File: src/rtl/shift_reg_univ.sv
// shift_reg_univ: parametrised universal shift register.
// Supports hold, shift right, shift left and parallel load, each with serial
// in and out. A shift counter raises a one-cycle word-complete pulse (full)
// after WIDTH consecutive shifts. Left and right shifts both count toward the
// same total. A parallel load, a wrap or a reset clears the counter.
// Optional feature: define SHIFT_REG_ROTATE_EN to add the rot input. With
// rot=1, modes 01 and 10 rotate instead of shifting.
module shift_reg_univ #(
  parameter int                 WIDTH     = 8,
  parameter logic [WIDTH-1:0]   RESET_VAL = '0,
  localparam int                CNT_W     = $clog2(WIDTH + 1)
) (
  input  logic             clk,
  input  logic             rst,
  input  logic             en,
`ifdef SHIFT_REG_ROTATE_EN
  input  logic             rot,
`endif
  input  logic [1:0]       mode,
  input  logic             sin_r,
  input  logic             sin_l,
  input  logic [WIDTH-1:0] pin,
  output logic [WIDTH-1:0] pout,
  output logic             sout_r,
  output logic             sout_l,
  output logic [CNT_W-1:0] cnt,
  output logic             full
);

  localparam logic [1:0] MODE_HOLD  = 2'b00;
  localparam logic [1:0] MODE_RIGHT = 2'b01;
  localparam logic [1:0] MODE_LEFT  = 2'b10;
  localparam logic [1:0] MODE_LOAD  = 2'b11;

  localparam logic [CNT_W-1:0] CNT_LAST = CNT_W'(WIDTH - 1);
  localparam logic [CNT_W-1:0] CNT_ONE  = CNT_W'(1);

  logic [WIDTH-1:0] pout_q, pout_d;
  logic [CNT_W-1:0] cnt_q,  cnt_d;
  logic             full_q, full_d;
  logic             rot_en;
  logic             fill_r, fill_l;
  logic             shift;

`ifdef SHIFT_REG_ROTATE_EN
  assign rot_en = rot;
`else
  assign rot_en = 1'b0;
`endif

  // Rotation recirculates the outgoing bit; otherwise the serial inputs enter
  assign fill_r = rot_en ? pout_q[0]       : sin_r;
  assign fill_l = rot_en ? pout_q[WIDTH-1] : sin_l;

  // Next-state: data path operation plus the shift counter and word pulse
  always_comb begin
    pout_d = pout_q;
    cnt_d  = cnt_q;
    full_d = 1'b0;
    shift  = 1'b0;
    if (en) begin
      case (mode)
        MODE_HOLD: begin
          pout_d = pout_q;
        end
        MODE_RIGHT: begin
          pout_d = {fill_r, pout_q[WIDTH-1:1]};
          shift  = 1'b1;
        end
        MODE_LEFT: begin
          pout_d = {pout_q[WIDTH-2:0], fill_l};
          shift  = 1'b1;
        end
        MODE_LOAD: begin
          pout_d = pin;
          cnt_d  = '0;
        end
        default: begin
          pout_d = pout_q;
        end
      endcase
      if (shift) begin
        if (cnt_q == CNT_LAST) begin
          // Word complete: wrap with no gap so back-to-back words keep pace
          cnt_d  = '0;
          full_d = 1'b1;
        end else begin
          cnt_d  = cnt_q + CNT_ONE;
        end
      end
    end
  end

  // State registers; async active-low reset discards any partial word
  always_ff @(posedge clk or negedge rst) begin
    if (!rst) begin
      pout_q <= RESET_VAL;
      cnt_q  <= '0;
      full_q <= 1'b0;
    end else begin
      pout_q <= pout_d;
      cnt_q  <= cnt_d;
      full_q <= full_d;
    end
  end

  assign pout   = pout_q;
  assign cnt    = cnt_q;
  assign full   = full_q;
  assign sout_r = pout_q[0];
  assign sout_l = pout_q[WIDTH-1];

endmodule

File: config.mk
export PLATFORM = sky130hd
export DESIGN_NAME = shift_reg_univ
export DESIGN_NICKNAME = d
export VERILOG_FILES = /design/src/rtl/shift_reg_univ.sv
export SDC_FILE = /design/constraint.sdc
export NUM_CORES = 1
export LEC_CHECK = 0
export ABC_AREA = 1
export CAP_MARGIN = 20
export CORE_MARGIN = 2
export CORE_UTILIZATION = 43
export DETAILED_ROUTE_END_ITERATION = 16
export PLACE_DENSITY = 0.8
export SLEW_MARGIN = 20
export SYNTH_ARGS = -nofsm -noshare
export SYNTH_HDL_FRONTEND = slang
export SYNTH_SLANG_ARGS = --single-unit
File: constraint.sdc
create_clock -name clk -period 1.51 [get_ports clk]
set_clock_uncertainty 0.15 [all_clocks]
set_input_delay 0.302 -clock clk [delete_from_list [all_inputs] [get_ports clk]]
set_output_delay 0.302 -clock clk [all_outputs]
set_load 0.01 [all_outputs]
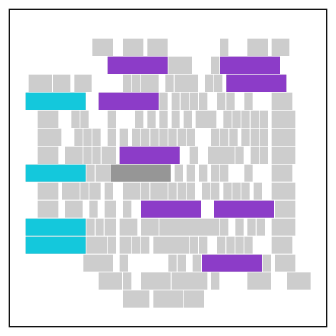
Fig. 1. Sequential cells colored by netlist name.
[pout] purple | placed flops: 8
[cnt] cyan | placed flops: 4
not colored: 1
Core Util, Final: 68.2%
Seq power: 444 uW
Reg area: 325 sq um
Seq area share: 27.0%

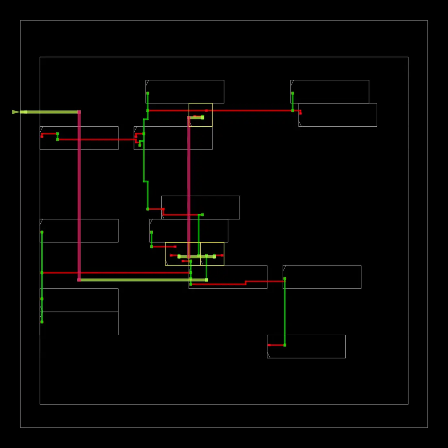
Fig. 2. The clock network.
clk latency late pin: 0.27 ns
clock sink count: 13

==> flow_summary.ini <==
; generated from flow reports
[clock_network]
cts_buffers = 3
clockBufferDepth = 2
clkTransAtPathRegs_ns = 0.08
cts_tree = done
cts_htree_levels = 1
root_buffer = clkbuf_4

[setup_path]
r2r_cells = 7
critical_path.max_fanout = 4
crit_chain = dlygate4sd2_1
reg2reg_from = cnt[0]$_DFFE_PN0P_
crit_family = flip-flops
worst-path-stages = 1
slowest_stage = dfrtp_1
critPathCaptureType = output pin
reg2reg_to = cnt[3]$_DFFE_PN0P_
max_stage_delay_ns = 0.42
worst_ep_required_time_ns = 1.06
startpoint = pout[5]$_DFFE_PN0P_
crit_path_end = pout[5]
worstPathArrival_ns = 0.99
critPathKind = reg -> out
cp-start-kind = flop
cp_num_buf_inv = 1
rrSetupSlack_ns = 0.18

[global_route]
grt-ovfl-total = 0
antenna_found_initial = 0
grt_max_degree = 14
grt_pass1_vias = 759
grt_use_total_pct = 19.2
grt_pass1_wl_um = 2960

[die]
fp-utilization_pct = 46.8
rows = 15
core_region_area_sq_um = 1760
die_h_um = 47.8
dieArea_sq_um = 2290
io_pins = 30
die_w_um = 47.8

[final_timing]
fmax_ghz = 0.693
finalSetupViolations = 0
setup_tns_ns = 0
worst_slack_ns = 0.0666
hold_slack_ns = 0.169
worst_pin_slew_ns = 0.190
fin_crit_sh_pct = 95.6
relSlewSlack_pct = 87.2
layout_min_cycle_time_ns = 1.44
slew_viol_final = 0
hold_violations = 0
grt_setup_unrepaired = false

[placement]
port_buffers = 29
post-place-ws_ns = -0.340
hpwl_um = 1390
gp_congestion = 0.826

[synthesis]
synth_top_cell_by_area = dfrtp_1
ys.flops = 13
top_logic_kind = simple AND/OR/NAND/NOR gates
ys_seq_share_pct = 39.4
top_cell_area_share_pct = 39.4
ys_sh_mux_pct = 0
synth.avg_cell_area_sq_um = 6.61
synth_cells = 125
yosys_area_sq_um = 826
synthAdderAreaFrac_pct = 6.06
synthXorXnorAreaFrac_pct = 1.06
ys_types = 14
synth-compound-area-share_pct = 0.606
synth_nets = 144
netlist_area_sq_um = 826
ys_cells = 125
ys_sh_simple_pct = 41.7
yosysWarnings = 0
yosys-top-cells-area = dfrtp_1 (39%), nand2_1 (35%), ha_1 (6.1%), inv_1 (5.9%), nor2_4 (2.7%)

[outcome]
status = complete, no violations

[flow_run]
cap_violations = 0
warnings = 28

[detailed_routing]
via_count = 842
first_pass_iters = 4
vias_per_cell = 4.53
wl_um = 1880
wl_per_cell_um = 10.1
ant_nets = 0
first_iter_violations = 16
route.detailed.drc = 0

[power]
power_leakage_nw = 0.718
vdd_drop_max_mv = 0.647
p_per_area_nw_per_um2 = 867

[cells_and_area]
n_antenna_cell = 0
layout-drive-gt1-share_pct = 12.4
num-nets-final = 181
syn_to_final_growth_pct = 45.8

[hold_path]
hold_path.class = in -> async
-- state kept, by name, indices dropped and copies added (netlist names) --
signal,flops
cnt,4
pout,8
full,1
-- timing repair --
item                       in CTS  in global routing
hold buffers                    0                  0
buffers inserted                1                  0
gates resized                  17                  6
pin swaps                       0                  2
setup endpoints to repair      23                 12
-- layout by cell type, fill, tap and decap left out --
cell type and n:
inv_1 12, xnor2_1 1, clkbuf_1 1, nand2_1 77, dlymetal6s2s_1 2, nand4_1 1, dfrtp_1 13, nor2_2 1
ha_2 2, clkdlybuf4s50_1 12, clkbuf_4 3, o21ai_0 1, nor2_1 2, dlygate4sd2_1 15, buf_4 8, ha_1 1
inv_2 3, nand3_1 3, ha_4 1, nor2_4 2
-- report_power, final --
part	internal, mW	switching, mW
sequential	0.402	0.0427
combinational	0.188	0.193
clock	0.102	0.115
total	0.692	0.351
-- synth_stat cells --
library cell and number:
o21ai_0 1, nand4_1 1, dfrtp_1 13, nand3_1 3, nor2_4 2, inv_2 2, ha_1 4, buf_4 2
buf_6 1, xnor2_1 1, inv_1 13, nand2_1 77, nor2_1 3, buf_2 2
-- per-stage QoR --
step	utilization, %	cells	area (sq um)	total power [mW]
final	68.2	186	1200	1.04
after global routing	68.2	186	1200	1.12
after CTS	67.1	186	1180	1.04
after detailed placement	66.0	181	1160	0.865
after global placement	66.0	181	1160	0.857
after floorplan	-	125	826	0.643
-- layout make-up --
class	instances	area [sq um]
Timing Repair Buffer	37	337
Multi-Input combinational cell	92	428
Tap cell	25	31.3
Clock buffer	4	26.3
Inverter	15	56.3
Fill cell	168	561
Sequential cell	13	325
-- layer usage --
layer,track usage [%],vias to the layer above,part of all wire (%)
met4,11.4,0,1.9
met1,22.4,367,45
li1,-,438,-
met5,0,-,0
met2,31.2,33,46
met3,5.28,4,6.4
Power figures rest on the tool's default switching activity, not on a simulated workload.
